Fig. 1: metal 2
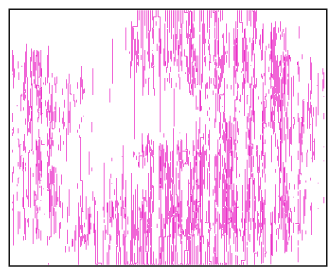
Fig. 2: metal 4
The bar under the picture is 50 µm long. Cells faint in the background.
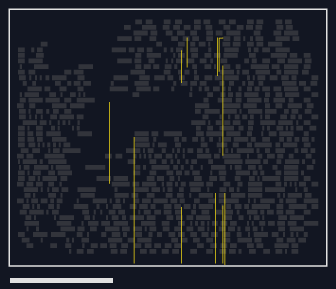
--- config.mk ---
export PLATFORM = sky130hd
export DESIGN_NAME = mips_bus_lsu
export DESIGN_NICKNAME = d
export VERILOG_FILES = /design/src/rtl/mips_bus_lsu.sv
export SDC_FILE = /design/constraint.sdc
export NUM_CORES = 1
export LEC_CHECK = 0
export CELL_PAD_IN_SITES_DETAIL_PLACEMENT = 1
export CELL_PAD_IN_SITES_GLOBAL_PLACEMENT = 1
export CORE_ASPECT_RATIO = 0.8
export CORE_MARGIN = 3
export CORE_UTILIZATION = 27
export CTS_CLUSTER_DIAMETER = 100
export CTS_CLUSTER_SIZE = 28
export DETAILED_ROUTE_END_ITERATION = 8
export PLACE_DENSITY = 0.75
export SYNTH_ARGS = -nofsm -noshare
export SYNTH_HDL_FRONTEND = slang
export SYNTH_SLANG_ARGS = --single-unit
--- constraint.sdc ---
create_clock -name clk -period 1.6 [get_ports clk]
set_input_delay 0.24 -clock clk [delete_from_list [all_inputs] [get_ports clk]]
set_output_delay 0.24 -clock clk [all_outputs]
set_load 0.01 [all_outputs]
--- src/rtl/mips_bus_lsu.sv ---
`default_nettype none
// +----------------------------------------------------------------------------+
// | Module      : mips_bus_lsu                                                 |
// | Description : Load/store unit bridging the multicycle MIPS core to an      |
// |               Avalon-MM master port. Lane-aligns address, byteenable and   |
// |               write data; extends load data; traps misaligned accesses    |
// |               and optionally times out stalled bus cycles.               |
// | Revision    : 1.0 - initial release                                        |
// +----------------------------------------------------------------------------+
module mips_bus_lsu #(
  parameter int ADDR_W         = 32,
  parameter int DATA_W         = 32,
  parameter int TIMEOUT_CYCLES = 0
) (
  input  logic                clk,
  input  logic                reset,
  input  logic                req_valid,
  output logic                req_ready,
  input  logic [2:0]          req_op,
  input  logic [ADDR_W-1:0]   req_addr,
  input  logic [31:0]         req_wdata,
  output logic                resp_valid,
  output logic [31:0]         resp_rdata,
  output logic                resp_error,
  output logic                busy,
  output logic [ADDR_W-1:0]   address,
  output logic                read,
  output logic                write,
  input  logic                waitrequest,
  output logic [DATA_W-1:0]   writedata,
  output logic [DATA_W/8-1:0] byteenable,
  input  logic [DATA_W-1:0]   readdata
);

  localparam int LANES = DATA_W / 8;
  localparam int OFF_W = $clog2(LANES);

  typedef enum logic [1:0] {
    S_IDLE = 2'd0,
    S_BUS  = 2'd1,
    S_RESP = 2'd2
  } state_t;

  state_t            r_state;
  state_t            w_next;

  logic [2:0]        r_op;
  logic [OFF_W-1:0]  r_off;
  logic [ADDR_W-1:0] r_address;
  logic [LANES-1:0]  r_be;
  logic [DATA_W-1:0] r_wdata;
  logic [31:0]       r_stall_cnt;
  logic              r_error;
  logic [31:0]       r_rdata;

  logic              w_accept;
  logic [OFF_W-1:0]  w_off;
  logic [2:0]        w_size;
  logic              w_misaligned;
  logic [LANES-1:0]  w_be_base;
  logic [LANES-1:0]  w_be;
  logic [DATA_W-1:0] w_wdata_rep;
  logic              w_is_store;
  logic [DATA_W-1:0] w_shifted;
  logic [31:0]       w_lane;
  logic [31:0]       w_load;
  logic              w_timeout;

  assign w_accept   = req_valid && (r_state == S_IDLE);
  assign w_off      = req_addr[OFF_W-1:0];
  assign w_is_store = (r_op >= 3'd5);

  // Decode access size, alignment, lane mask and replicated store data of the incoming request
  always_comb begin
    w_size      = 3'd4;
    w_be_base   = LANES'(4'hF);
    w_wdata_rep = {(LANES/4){req_wdata}};
    case (req_op)
      3'd0, 3'd1, 3'd5: begin
        w_size      = 3'd1;
        w_be_base   = LANES'(1'b1);
        w_wdata_rep = {LANES{req_wdata[7:0]}};
      end
      3'd2, 3'd3, 3'd6: begin
        w_size      = 3'd2;
        w_be_base   = LANES'(2'b11);
        w_wdata_rep = {(LANES/2){req_wdata[15:0]}};
      end
      default: ;
    endcase
    w_misaligned = ((w_size == 3'd2) && w_off[0]) ||
                   ((w_size == 3'd4) && (w_off[1:0] != 2'b00));
    w_be = w_be_base << w_off;
  end

  // Shift the addressed lanes down and sign/zero-extend according to the latched op
  always_comb begin
    w_shifted = readdata >> {r_off, 3'b000};
    w_lane    = w_shifted[31:0];
    case (r_op)
      3'd0:    w_load = {{24{w_lane[7]}}, w_lane[7:0]};
      3'd1:    w_load = {24'd0, w_lane[7:0]};
      3'd2:    w_load = {{16{w_lane[15]}}, w_lane[15:0]};
      3'd3:    w_load = {16'd0, w_lane[15:0]};
      default: w_load = w_lane;
    endcase
  end

  // Next-state logic; the timeout fires on the stall cycle that brings the count to the limit
  always_comb begin
    w_next    = r_state;
    w_timeout = 1'b0;
    case (r_state)
      S_IDLE: begin
        if (w_accept) begin
          w_next = w_misaligned ? S_RESP : S_BUS;
        end
      end
      S_BUS: begin
        if (!waitrequest) begin
          w_next = S_RESP;
        end else if ((TIMEOUT_CYCLES != 0) &&
                     (r_stall_cnt == 32'(TIMEOUT_CYCLES - 1))) begin
          w_next    = S_RESP;
          w_timeout = 1'b1;
        end
      end
      S_RESP:  w_next = S_IDLE;
      default: w_next = S_IDLE;
    endcase
  end

  // State register plus request latching, stall counting and response capture
  always_ff @(posedge clk) begin
    if (reset) begin
      r_state     <= S_IDLE;
      r_op        <= 3'd0;
      r_off       <= '0;
      r_address   <= '0;
      r_be        <= '0;
      r_wdata     <= '0;
      r_stall_cnt <= 32'd0;
      r_error     <= 1'b0;
      r_rdata     <= 32'd0;
    end else begin
      r_state <= w_next;
      case (r_state)
        S_IDLE: begin
          if (w_accept) begin
            r_op        <= req_op;
            r_off       <= w_off;
            r_address   <= {req_addr[ADDR_W-1:OFF_W], {OFF_W{1'b0}}};
            r_be        <= w_be;
            r_wdata     <= w_wdata_rep;
            r_stall_cnt <= 32'd0;
            r_error     <= w_misaligned;
            r_rdata     <= 32'd0;
          end
        end
        S_BUS: begin
          if (!waitrequest) begin
            if (!w_is_store) begin
              r_rdata <= w_load;
            end
          end else begin
            r_stall_cnt <= r_stall_cnt + 32'd1;
            if (w_timeout) begin
              r_error <= 1'b1;
            end
          end
        end
        default: ;
      endcase
    end
  end

  assign req_ready  = (r_state == S_IDLE);
  assign busy       = (r_state != S_IDLE);
  assign read       = (r_state == S_BUS) && !w_is_store;
  assign write      = (r_state == S_BUS) && w_is_store;
  assign resp_valid = (r_state == S_RESP);
  assign resp_error = (r_state == S_RESP) && r_error;
  assign resp_rdata = r_rdata;
  assign address    = r_address;
  assign byteenable = r_be;
  assign writedata  = r_wdata;

endmodule
`default_nettype wire
==> notes.md <==
Item: results of the latest flow run.

- The run finished, with violations left.
- The checks that failed: negative setup slack.
- For this run, the final setup violation count is recorded as about 84.
- The share of flip-flops with an asynchronous set or reset is 0.
- Looking at the hold checks, the worst path lands on resp_rdata[7].
- The CTS buffer count is 9.
- Looking at the critical path, the highest net fanout was 16.
- The share of total power dissipated in sequential elements is 0.407.
- The worst hold path depth is 3.
- The global routing usage on met2 is 0.3376.
- The count of instances resized after the clock tree is built is about 44.
- Of the post-synthesis cell area, the part taken by muxes is 0.1261.
- For this run, the detailed router's first-pass iteration total came to 4.
- The cell count after placement is between 900 and 1,000.
- The script parses the final routing iteration and logs DRC violations as 0.
- For reference, the critical path cell chain is mux4_2 -> o21ai_4 -> nor3_4 -> buf_12 -> a221o_2.
- The nature of the critical path startpoint is a flop.
- The overall chip area is between 15,000 and 20,000 µm².
- The number of multi-input combinational cells is 377.
- Per the synthesis report, the adder-cell share of the synthesized area is 0.
- Summed over all cells, the static leakage comes to approximately 3.3 nW.
- The share of the Yosys chip area taken by registers is 0.4512.
- The launching element of the worst setup path is r_off[1].
- The number of flops mapped to enable cells by yosys is 0.
- The worst setup slack after layout is -126.0 ps.
- The floorplan step set the die height to around 120 µm.
- Wire segments on met2 add up to slightly above 10,000 µm in the final route.
- The longest incremental delay of any stage on the critical path is reported as between 500 and 600 ps.
- The layout buffer count excluding clock buffers is 289.
- The worst hold margin is roughly 210 ps.
- Summed over the clock group, the power is 2.08 mW.
- The startpoint identified for the worst hold timing path is reset.
- The clock sink total is around 110.
- The top contributor to total power is registers.
- Multi-input logic gates represent a cell area share of 0.3273.
- Routing resource usage on met3 recorded by global route was 0.05314.
- The proportion of total power due to net switching is 0.2914.
- The post-synth design cell area is about 4700 µm².
- The total count of hold-check failures in the final report is 0.
- The worst min-delay path category is in -> reg.
- For this configuration, the core starts out at a cell density of 0.2797.
- The clock period minus worst slack is 1726 ps.
- The synthesis report lists the most area-consuming cells as sky130_fd_sc_hd__dfxtp_1, sky130_fd_sc_hd__mux2i_1, sky130_fd_sc_hd__nand2_1.
- The final timing report lists clock skew as roughly 6.9 ps.
- The headroom to the max-slew limit is 0.2990.
- Yosys shows that the main logic family after synthesis is AND-OR/OR-AND gates.
- The highest routing layer actually used is met4.
- The met1 wire length is about 8600 µm.
- The multi-input gate area in the final layout is 2781 µm².
## Picture notes: Fig. 1
share of all routed wire	50%
longest straight run	55.9 µm
wire length on this layer	10,100 µm
main direction	vertical
nets with wire on the layer	813
vias post-DR: 5,015
final wirelength: 20,120 µm

## Picture notes: Fig. 2
wire length on this layer	334 µm
longest straight run	61.2 µm
main direction	vertical

Power and IR drop assume default switching activity.
